layer_met1.png
Drawn at 3 px/um. Supply wires on this layer in gray. Cells faint in the background.
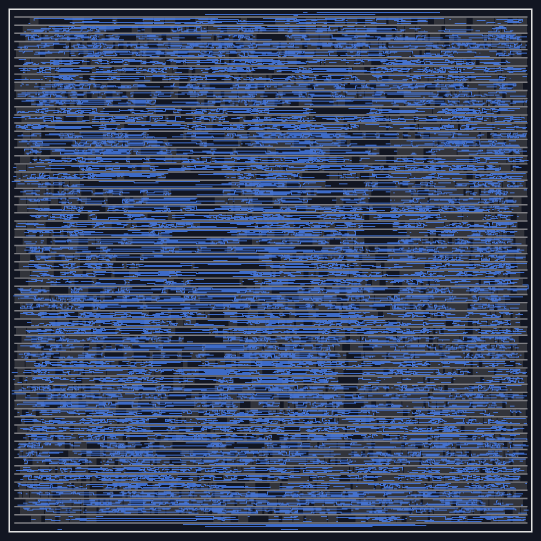
layer_met2.png
Drawn at 3 px/um.
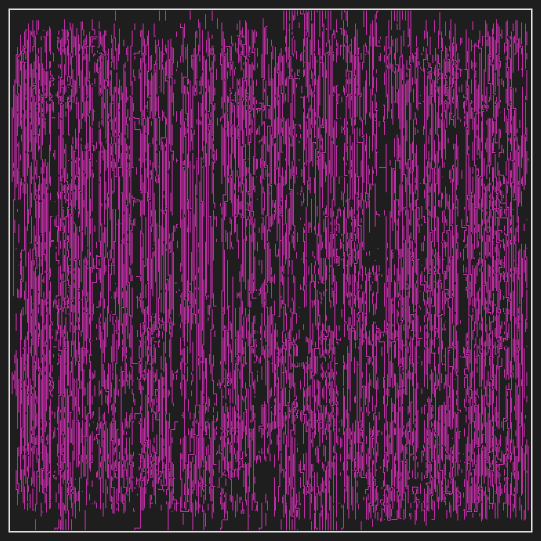
layer_met3.png
Drawn at 3 px/um. Cells faint in the background.
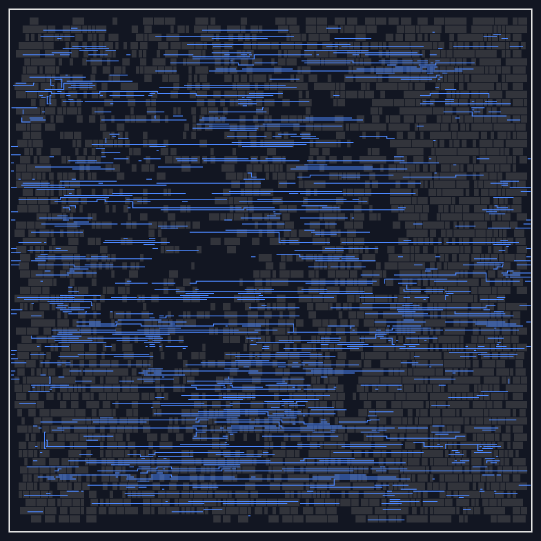
layer_met4.png
Drawn at 2 px/um. Supply wires on this layer in gray. Cells faint in the background.
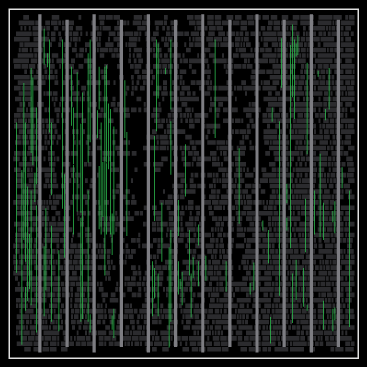
congestion.png
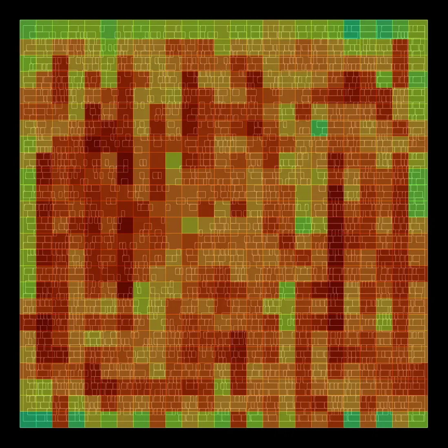
==> config.mk <==
export PLATFORM = sky130hd
export DESIGN_NAME = iter_alu
export DESIGN_NICKNAME = d
export VERILOG_FILES = /design/src/rtl/alu_pkg.sv /design/src/rtl/iter_muldiv_core.sv /design/src/rtl/iter_alu.sv
export SDC_FILE = /design/constraint.sdc
export NUM_CORES = 1
export LEC_CHECK = 0
export CAP_MARGIN = 20
export CORE_UTILIZATION = 56
export DETAILED_ROUTE_END_ITERATION = 8
export HOLD_SLACK_MARGIN = 0.1
export PLACE_DENSITY = 0.76
export SLEW_MARGIN = 10
export SYNTH_ARGS = -nofsm -noshare
export SYNTH_HDL_FRONTEND = slang
export SYNTH_SLANG_ARGS = --single-unit
==> constraint.sdc <==
create_clock -name clk_i -period 4.9 [get_ports clk_i]
set_input_delay 1.47 -clock clk_i [delete_from_list [all_inputs] [get_ports clk_i]]
set_output_delay 1.47 -clock clk_i [all_outputs]
set_load 0.02 [all_outputs]
==> GITHUB_STEP_SUMMARY <==
### Yosys + OpenROAD results

| Metric | Value |
|---|---|
| Critical path peak fanout | 3 |
| Status | finished clean |
| Total clock network power | 1.31 mW |
| Comb. pwr | 1.58 mW |
| Worst Hold Margin | 0.452 ns |
| Largest family of logic cells by area | AND-OR/OR-AND gates |
| Ordered cell list for the critical path | clkdlybuf4s50_1, inv_1, ha_1, fa_1, o21ba_1, or4_4, nand4_2, nand4_2, o21a_1, o21ai_2, a21oi_1, a2111oi_4, o31ai_1, a211o_1 |
| Sum of routed wire segments on met1 | 28900 um |
| Final count of hold timing violations | 0 |
| Number of flip-flops under the largest register name | 64 |
| Placement-stage cell area | 0.0189 mm^2 |
| Pin count of the biggest net entering global routing | ~94 |
| Logic depth of the worst setup path including buffers | 14 |
| Inverter count | 114 |
| Total Power | 4.09 mW |
| Fraction of layout cells with a size suffix above 1 | roughly 13% |
| Most frequent cells in the layout | sky130_fd_sc_hd__nor2_1 (253), sky130_fd_sc_hd__a21oi_1 (237), sky130_fd_sc_hd__nand2_1 (234) |
| I/O pin cnt | about 110 |
| Relative area of clock buffers and inverters in the final design | under 10% |
| Post-synthesis instance total | between 2000 and 2500 |
| Cell area after synthesis | 0.0165 mm^2 |
| Sequential fraction of total cell area | around 14% |
| TritonCTS clock tree | yes |
| Adder-cell share of the synthesized area | 11.2% |
| Routed via count divided by cell count | 6.84 |
| Net switching power figure | 1.53 mW |
| Stage-log warning count | 104 |
| Ys cells | 2278 |
| Effective utilization at floorplan | 57.2% |
| Worst slack after detailed placement | -0.483 ns |
| Ranking of synthesized cells by area | sky130_fd_sc_hd__dfxtp_1 (17%), sky130_fd_sc_hd__ha_1 (11%), sky130_fd_sc_hd__mux2i_1 (8.5%) |
| Cell type with the largest total area after synthesis | sky130_fd_sc_hd__dfxtp_1 |
| Die span in y | 174 um |
| Timing-limited maximum frequency | between 200 and 250 MHz |
| Post-route clock skew | 0.00813 ns |
| Internal power contribution | 2.56 mW |
| Non-clock buffer instance count of the final layout | 314 |
| Worst Path Buf+Inv | 2 |
| Worst Tran Pin Value | 0.920 ns |
| Layout buffering overhead excluding clock cells | 13.4% |
| Clock tree buffer depth | 2 |
| Type of the worst setup path | input port to flop |
| Topmost layer with routed signal wires | met4 |
| Setup repair after global routing missed its margin | false |
| Number of setup buffers added after CTS | 0 |
| Number of antenna violations at the first check in global routing | 1 |
| Multi-input gate share of the layout cell area | 64.7% |
| LEAKAGE | just over 8 nW |
| Largest class | logic gates |
| Number of buffers created by CTS | 17 |
| Kind of cell with the highest combined delay on the critical path | AND-OR/OR-AND gates |
| Crit path arrival time | 5.07 ns |
| Yosys stat chip area | 0.0165 mm^2 |
| Leading power group | combinational cells |
| Post-synthesis async set-or-reset flop share | 0% |
| Final Wtd Congestion | around 1.0 |
| Number of DRC violations after detailed-routing iteration 0 | 2546 |
| MI comb area | 0.0126 mm^2 |
| Number of standard-cell rows in the floorplan | 62 |
| Total negative slack for setup checks | 0 ns |
| Chip area | 0.0302 mm^2 |
| Number of standard cells in the layout, taps in and fillers out | between 2000 and 3000 |
| Top_reg_cell synth | sky130_fd_sc_hd__dfxtp_1 |
| Quantity of I/O buffers inserted on ports | ~110 |
| Crit. End Element | flop |
| Via count of the first global-routing pass | 18215 |
| Multiplexer area fraction after synthesis | 13.3% |
| Top cells by instance count after synthesis | sky130_fd_sc_hd__nor2_1 (254), sky130_fd_sc_hd__a21oi_1 (237), sky130_fd_sc_hd__nand2_1 (235), sky130_fd_sc_hd__o21ai_0 (162), sky130_fd_sc_hd__ha_1 (143) |
| Detailed placer's ending HPWL | 56800 um |
| Hold Path Stages | 2 |
| Number of warnings printed during yosys synthesis | 0 |
| And+or+nand+nor area frac | about a fifth |
| Max Cap Violations | 0 |
| Share of Yosys cell area claimed by the top area cell type | between 10% and 20% |
| Fin crit share | 97.1% |
| Clock network fraction of total power | around a third |
| # clock sinks | 138 |
| Worst slew slack as a fraction of its limit | 38.7% |
| Aggregate global routing overflow | 0 |
| Peak per-stage delay on the critical path | ~0.5 ns |
| Flops out of synthesis | 138 |
| Sort of element at the start of the critical path | input port |
| Part of the total power dissipated in sequential elements | 29.3% |
| Antenna fix cells | 0 |
| Syn_area_per_cell | 7.25 um^2 |
| Final cell area excluding filler cells | 0.0195 mm^2 |
| Cell count after placement | 2801 |
| Number of DRC violations after detailed routing | 0 |
Notes on layer_met1.png above:
share of all routed wire: 40%
longest straight run: 81.9 um
nets with wire on the layer: 2439
met1 usage: 61.8%
via count: 19390
wire length after detailed routing: 73300 um

Notes on layer_met2.png above:
main direction: vertical
longest straight run: 85.3 um
nets with wire on the layer: 2218
wire length on this layer: 32.1 mm
met2 layer usage reported by global route: 73.8%

Notes on layer_met3.png above:
main direction: horizontal
share of all routed wire: 12%
longest straight run: 106 um
met3 usage in global routing: 10.2%

Notes on layer_met4.png above:
wire length on this layer: 3610 um
main direction: vertical
longest straight run: 113 um
nets with wire on the layer: 98
share of all routed wire: 4.9%

Notes on congestion.png above:
Final Core Density: 67.6%
Overall Global Routing Usage: 47.1%
most crowded layer after global routing: met2
average routed wire per standard cell: 25.9 um

Power and IR drop assume default switching activity.
